--- src/rtl/sm_bus_snoop.sv ---
// ---------------------------------------------------------------------------
// sm_bus_snoop
//   Bus-side (snoop) MSI controller for a direct-mapped cache. It holds the
//   per-line state and tag, answers readMiss / writeMiss / invalidate messages
//   from other caches, sequences the write-back of Modified lines and
//   downgrades or invalidates local copies.
//
//   Optional feature macro: SNOOP_PROTO_ERR_EN
//     defined   : adds the sticky output protocol_err. An invalidate that hits
//                 a Modified line sets it, and the line goes Invalid without a
//                 write-back.
//     undefined : an invalidate that hits a Modified line behaves exactly like
//                 a writeMiss (write-back, then Invalid).
//
// Ports
//   clock, reset            single clock; synchronous active-high reset
//   bus_valid/bus_ready     snoop message handshake (accepted on valid & ready)
//   bus_op/index/tag        01 readMiss, 10 writeMiss, 11 invalidate, 00 no-op
//   writeBack, abortMemoryAccess, wb_index, wb_tag
//                           write-back request to memory, held until mem_ack
//   mem_ack                 memory has completed the write-back
//   snoop_done, snoop_hit   1-cycle pulse when a message has been fully handled
//   cpu_upd_*               CPU-side line write port; cpu_upd_conflict pulses
//                           when a CPU write is dropped
//   cpu_rd_index/state/tag  combinational read port into the line table
//   protocol_err            only when SNOOP_PROTO_ERR_EN is defined
// ---------------------------------------------------------------------------
module sm_bus_snoop #(
  parameter int LINES = 4,
  parameter int IDX_W = 2,
  parameter int TAG_W = 4
) (
  input  logic             clock,
  input  logic             reset,
  input  logic             bus_valid,
  output logic             bus_ready,
  input  logic [1:0]       bus_op,
  input  logic [IDX_W-1:0] bus_index,
  input  logic [TAG_W-1:0] bus_tag,
  output logic             writeBack,
  output logic             abortMemoryAccess,
  output logic [IDX_W-1:0] wb_index,
  output logic [TAG_W-1:0] wb_tag,
  input  logic             mem_ack,
  output logic             snoop_done,
  output logic             snoop_hit,
  input  logic             cpu_upd_valid,
  input  logic [IDX_W-1:0] cpu_upd_index,
  input  logic [TAG_W-1:0] cpu_upd_tag,
  input  logic [1:0]       cpu_upd_state,
  output logic             cpu_upd_conflict,
`ifdef SNOOP_PROTO_ERR_EN
  output logic             protocol_err,
`endif
  input  logic [IDX_W-1:0] cpu_rd_index,
  output logic [1:0]       cpu_rd_state,
  output logic [TAG_W-1:0] cpu_rd_tag
);

  typedef enum logic [1:0] {
    ST_IDLE   = 2'd0,
    ST_LOOKUP = 2'd1,
    ST_WB     = 2'd2
  } fsm_e;

  localparam logic [1:0] OP_NOP = 2'b00;
  localparam logic [1:0] OP_RD  = 2'b01;
  localparam logic [1:0] OP_INV = 2'b11;

  localparam logic [1:0] LS_INV = 2'b00;
  localparam logic [1:0] LS_SHR = 2'b01;
  localparam logic [1:0] LS_RSV = 2'b11;

  fsm_e             fsm_q, fsm_d;
  logic [1:0]       op_q, op_d;
  logic [IDX_W-1:0] idx_q, idx_d;
  logic [TAG_W-1:0] tag_q, tag_d;

  logic [1:0]       lstate_q [LINES];
  logic [1:0]       lstate_d [LINES];
  logic [TAG_W-1:0] ltag_q   [LINES];
  logic [TAG_W-1:0] ltag_d   [LINES];

  logic             bus_ready_q, bus_ready_d;
  logic             wb_req_q, wb_req_d;
  logic             abort_q, abort_d;
  logic [IDX_W-1:0] wb_index_q, wb_index_d;
  logic [TAG_W-1:0] wb_tag_q, wb_tag_d;
  logic             done_q, done_d;
  logic             hit_q, hit_d;
  logic             conflict_q, conflict_d;
`ifdef SNOOP_PROTO_ERR_EN
  logic             perr_q, perr_d;
`endif

  // Snoop-side commit to the line table on this edge (always at idx_q).
  logic             snoop_wr_s;
  logic [1:0]       snoop_state_s;
  logic             lookup_hit_s;

  // A no-op never hits even when the tag matches; the no-op check is applied
  // in the LOOKUP branch, so this is purely the table match.
  assign lookup_hit_s = (ltag_q[idx_q] == tag_q) && (lstate_q[idx_q] != LS_INV);

  // Next-state, table update and output computation.
  always_comb begin
    fsm_d         = fsm_q;
    op_d          = op_q;
    idx_d         = idx_q;
    tag_d         = tag_q;
    lstate_d      = lstate_q;
    ltag_d        = ltag_q;
    wb_req_d      = wb_req_q;
    abort_d       = abort_q;
    wb_index_d    = wb_index_q;
    wb_tag_d      = wb_tag_q;
    done_d        = 1'b0;
    hit_d         = 1'b0;
    conflict_d    = 1'b0;
    snoop_wr_s    = 1'b0;
    snoop_state_s = LS_INV;
`ifdef SNOOP_PROTO_ERR_EN
    perr_d        = perr_q;
`endif

    case (fsm_q)
      ST_IDLE: begin
        if (bus_valid && bus_ready_q) begin
          op_d  = bus_op;
          idx_d = bus_index;
          tag_d = bus_tag;
          fsm_d = ST_LOOKUP;
        end
      end
      ST_LOOKUP: begin
        if ((op_q == OP_NOP) || !lookup_hit_s) begin
          done_d = 1'b1;
          fsm_d  = ST_IDLE;
        end else if (lstate_q[idx_q] == LS_SHR) begin
          // readMiss leaves a Shared copy alone; anything else kills it.
          done_d = 1'b1;
          hit_d  = 1'b1;
          fsm_d  = ST_IDLE;
          if (op_q != OP_RD) begin
            snoop_wr_s = 1'b1;
          end
        end
`ifdef SNOOP_PROTO_ERR_EN
        else if (op_q == OP_INV) begin
          // Another cache claims exclusivity of a line we hold dirty: flag it
          // and drop our copy without writing it back.
          snoop_wr_s = 1'b1;
          perr_d     = 1'b1;
          done_d     = 1'b1;
          hit_d      = 1'b1;
          fsm_d      = ST_IDLE;
        end
`endif
        else begin
          // Modified hit: the dirty data must reach memory first.
          fsm_d      = ST_WB;
          wb_req_d   = 1'b1;
          abort_d    = 1'b1;
          wb_index_d = idx_q;
          wb_tag_d   = tag_q;
        end
      end
      ST_WB: begin
        if (mem_ack) begin
          snoop_wr_s    = 1'b1;
          snoop_state_s = (op_q == OP_RD) ? LS_SHR : LS_INV;
          wb_req_d      = 1'b0;
          abort_d       = 1'b0;
          done_d        = 1'b1;
          hit_d         = 1'b1;
          fsm_d         = ST_IDLE;
        end
      end
      default: begin
        fsm_d = ST_IDLE;
      end
    endcase

    if (snoop_wr_s) begin
      lstate_d[idx_q] = snoop_state_s;
    end

    // CPU writes lose to a same-edge snoop commit and are locked out of a line
    // that is being written back.
    if (cpu_upd_valid && (cpu_upd_state != LS_RSV)) begin
      if ((idx_q == cpu_upd_index) && (snoop_wr_s || (fsm_q == ST_WB))) begin
        conflict_d = 1'b1;
      end else begin
        lstate_d[cpu_upd_index] = cpu_upd_state;
        ltag_d[cpu_upd_index]   = cpu_upd_tag;
      end
    end

    bus_ready_d = (fsm_d == ST_IDLE);
  end

  // State, line table and registered outputs.
  always_ff @(posedge clock) begin
    if (reset) begin
      fsm_q       <= ST_IDLE;
      op_q        <= 2'b00;
      idx_q       <= '0;
      tag_q       <= '0;
      for (int i = 0; i < LINES; i++) begin
        lstate_q[i] <= LS_INV;
        ltag_q[i]   <= '0;
      end
      bus_ready_q <= 1'b1;
      wb_req_q    <= 1'b0;
      abort_q     <= 1'b0;
      wb_index_q  <= '0;
      wb_tag_q    <= '0;
      done_q      <= 1'b0;
      hit_q       <= 1'b0;
      conflict_q  <= 1'b0;
`ifdef SNOOP_PROTO_ERR_EN
      perr_q      <= 1'b0;
`endif
    end else begin
      fsm_q       <= fsm_d;
      op_q        <= op_d;
      idx_q       <= idx_d;
      tag_q       <= tag_d;
      lstate_q    <= lstate_d;
      ltag_q      <= ltag_d;
      bus_ready_q <= bus_ready_d;
      wb_req_q    <= wb_req_d;
      abort_q     <= abort_d;
      wb_index_q  <= wb_index_d;
      wb_tag_q    <= wb_tag_d;
      done_q      <= done_d;
      hit_q       <= hit_d;
      conflict_q  <= conflict_d;
`ifdef SNOOP_PROTO_ERR_EN
      perr_q      <= perr_d;
`endif
    end
  end

  assign bus_ready         = bus_ready_q;
  assign writeBack         = wb_req_q;
  assign abortMemoryAccess = abort_q;
  assign wb_index          = wb_index_q;
  assign wb_tag            = wb_tag_q;
  assign snoop_done        = done_q;
  assign snoop_hit         = hit_q;
  assign cpu_upd_conflict  = conflict_q;
`ifdef SNOOP_PROTO_ERR_EN
  assign protocol_err      = perr_q;
`endif
  assign cpu_rd_state      = lstate_q[cpu_rd_index];
  assign cpu_rd_tag        = ltag_q[cpu_rd_index];

endmodule

--- config.mk ---
export PLATFORM = sky130hd
export DESIGN_NAME = sm_bus_snoop
export DESIGN_NICKNAME = d
export VERILOG_FILES = /design/src/rtl/sm_bus_snoop.sv
export SDC_FILE = /design/constraint.sdc
export NUM_CORES = 1
export LEC_CHECK = 0
export ABC_AREA = 1
export CORE_UTILIZATION = 50
export DETAILED_ROUTE_END_ITERATION = 12
export PLACE_DENSITY = 0.87
export SYNTH_ARGS = -nofsm -noshare
export SYNTH_HDL_FRONTEND = slang
export SYNTH_SLANG_ARGS = --single-unit
--- constraint.sdc ---
create_clock -name clock -period 6.1 [get_ports clock]
set_clock_uncertainty 0.1 [all_clocks]
set_input_delay 0.61 -clock clock [delete_from_list [all_inputs] [get_ports clock]]
set_output_delay 0.61 -clock clock [all_outputs]
set_load 0.01 [all_outputs]
==> images/m1.png <==
The bar under the picture is 20 um long. Cells faint in the background.
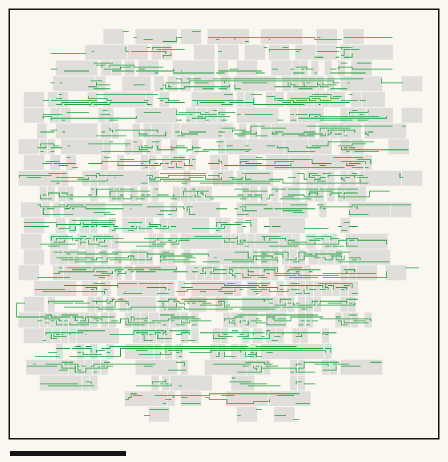
share of all routed wire	44%
wire length on this layer	2,660 um
nets with wire on the layer	415
main direction	horizontal

==> out/notes.md <==
* **area fraction in full adders, half adders and majority gates** 1.933%
* **RSZ-0062 raised after global routing** no
* **fraction of final layout cells with drive strength greater than 1** 5.991%
* **setup tns final** 0 ps
* **Post-Syn Instances** 402
* **share of power burned in registers** 46.9%
* **arrival time reported for the critical path endpoint** 2560 ps
* **count of state elements after synthesis** 45
* **Post CTS Setup Buffer Count** 0
* **row count** 25
* **die extent in x** 73.96 um
* **result of the run** finished clean
* **switching power** 0.0002024 W
* **net switching share of the total power** 28.95%
* **Fillers** 428
* **antenna violations before repair** 0
* **instance count after placement with tap cells included** 493
* **clk cell area share** 3.793%
* **met3 track demand over resource in global routing** 4.743%
* **Worst Min Path Start** abortMemoryAccess$_SDFFE_PP0P_
* **worst-case setup slack after placement** 2863 ps
* **gp weighted congestion** 0.8971
* **hold buffer count at cts** 0
* **Seq power** 0.000328 W
* **number of logged tool warnings** 29
* **count of clock tree sinks** 45
* **Core Util, Final** 63.28%
* **number of sequential cells** 45
* **I/O pin count** 41
* **Core Util at FP** 53.39%
* **clock latency on the worst-skew pair** 300 ps
* **number of buffers inserted during clock tree synthesis** 5
* **crit path time final** 3268 ps
* **Largest Register** ltag_q
* **buffer cell driving the clock tree root** sky130_fd_sc_hd__clkbuf_8
* **synthesized area divided by synthesized cell count** 6.440 um2
* **most frequently placed logic cells in the final layout** sky130_fd_sc_hd__nand2_1, sky130_fd_sc_hd__nor2_1, sky130_fd_sc_hd__inv_1, sky130_fd_sc_hd__dfxtp_1, sky130_fd_sc_hd__clkdlybuf4s50_1
==> images/m2.png <==
The bar under the picture is 20 um long. Cells faint in the background.
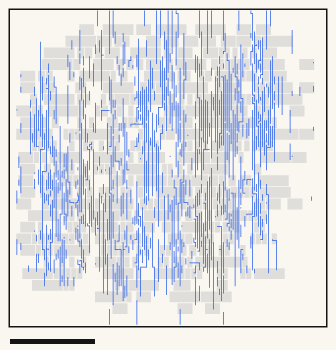
nets with wire on the layer	349
share of all routed wire	49%
wire length on this layer	2,970 um
main direction	vertical

==> worst max-delay path, stage by stage <==
cell                              delay [ps]
sky130_fd_sc_hd__clkdlybuf4s50_1         640
sky130_fd_sc_hd__inv_1                   300
sky130_fd_sc_hd__o21ai_0                 220
sky130_fd_sc_hd__a21oi_1                  60
sky130_fd_sc_hd__a21oi_1                 160
sky130_fd_sc_hd__clkdlybuf4s50_1         560
==> metal layers <==
metal / part of all wire [%] / vias up
li1: - / 1306
met1: 44 / 1160
met2: 49 / 65
met3: 5.8 / 9
met4: 1.5 / 0
met5: 0 / -
==> logic make-up (layout without fill, tap and decap cells) <==
family          count (synthesis)  in the layout
compound gates                 69             69
xor+xnor                        1              1
fa+ha+maj                       4              4
buf+inv                        63             95
flops                          45             45
mux                             2              2
simple gates                  218            218
==> Yosys cell counts, types with 2 or more instances <==
cell type	count	area (um2)
sky130_fd_sc_hd__ha_1	4	50.05
sky130_fd_sc_hd__inv_1	45	168.9
sky130_fd_sc_hd__nor2_1	61	229.0
sky130_fd_sc_hd__o21ai_1	6	30.03
sky130_fd_sc_hd__buf_6	6	67.56
sky130_fd_sc_hd__nand2_4	3	33.78
sky130_fd_sc_hd__nand3_4	4	70.07
sky130_fd_sc_hd__a21oi_1	33	165.2
sky130_fd_sc_hd__dfxtp_1	45	900.9
sky130_fd_sc_hd__nand2_1	132	495.5
sky130_fd_sc_hd__o21ai_0	27	135.1
sky130_fd_sc_hd__nand3_1	6	30.03
sky130_fd_sc_hd__nand3_2	3	30.03
sky130_fd_sc_hd__nor2_4	2	22.52
sky130_fd_sc_hd__nor3_1	3	15.01
sky130_fd_sc_hd__nand2_2	2	12.51
sky130_fd_sc_hd__clkbuf_1	6	22.52
Power figures rest on the tool's default switching activity, not on a simulated workload.
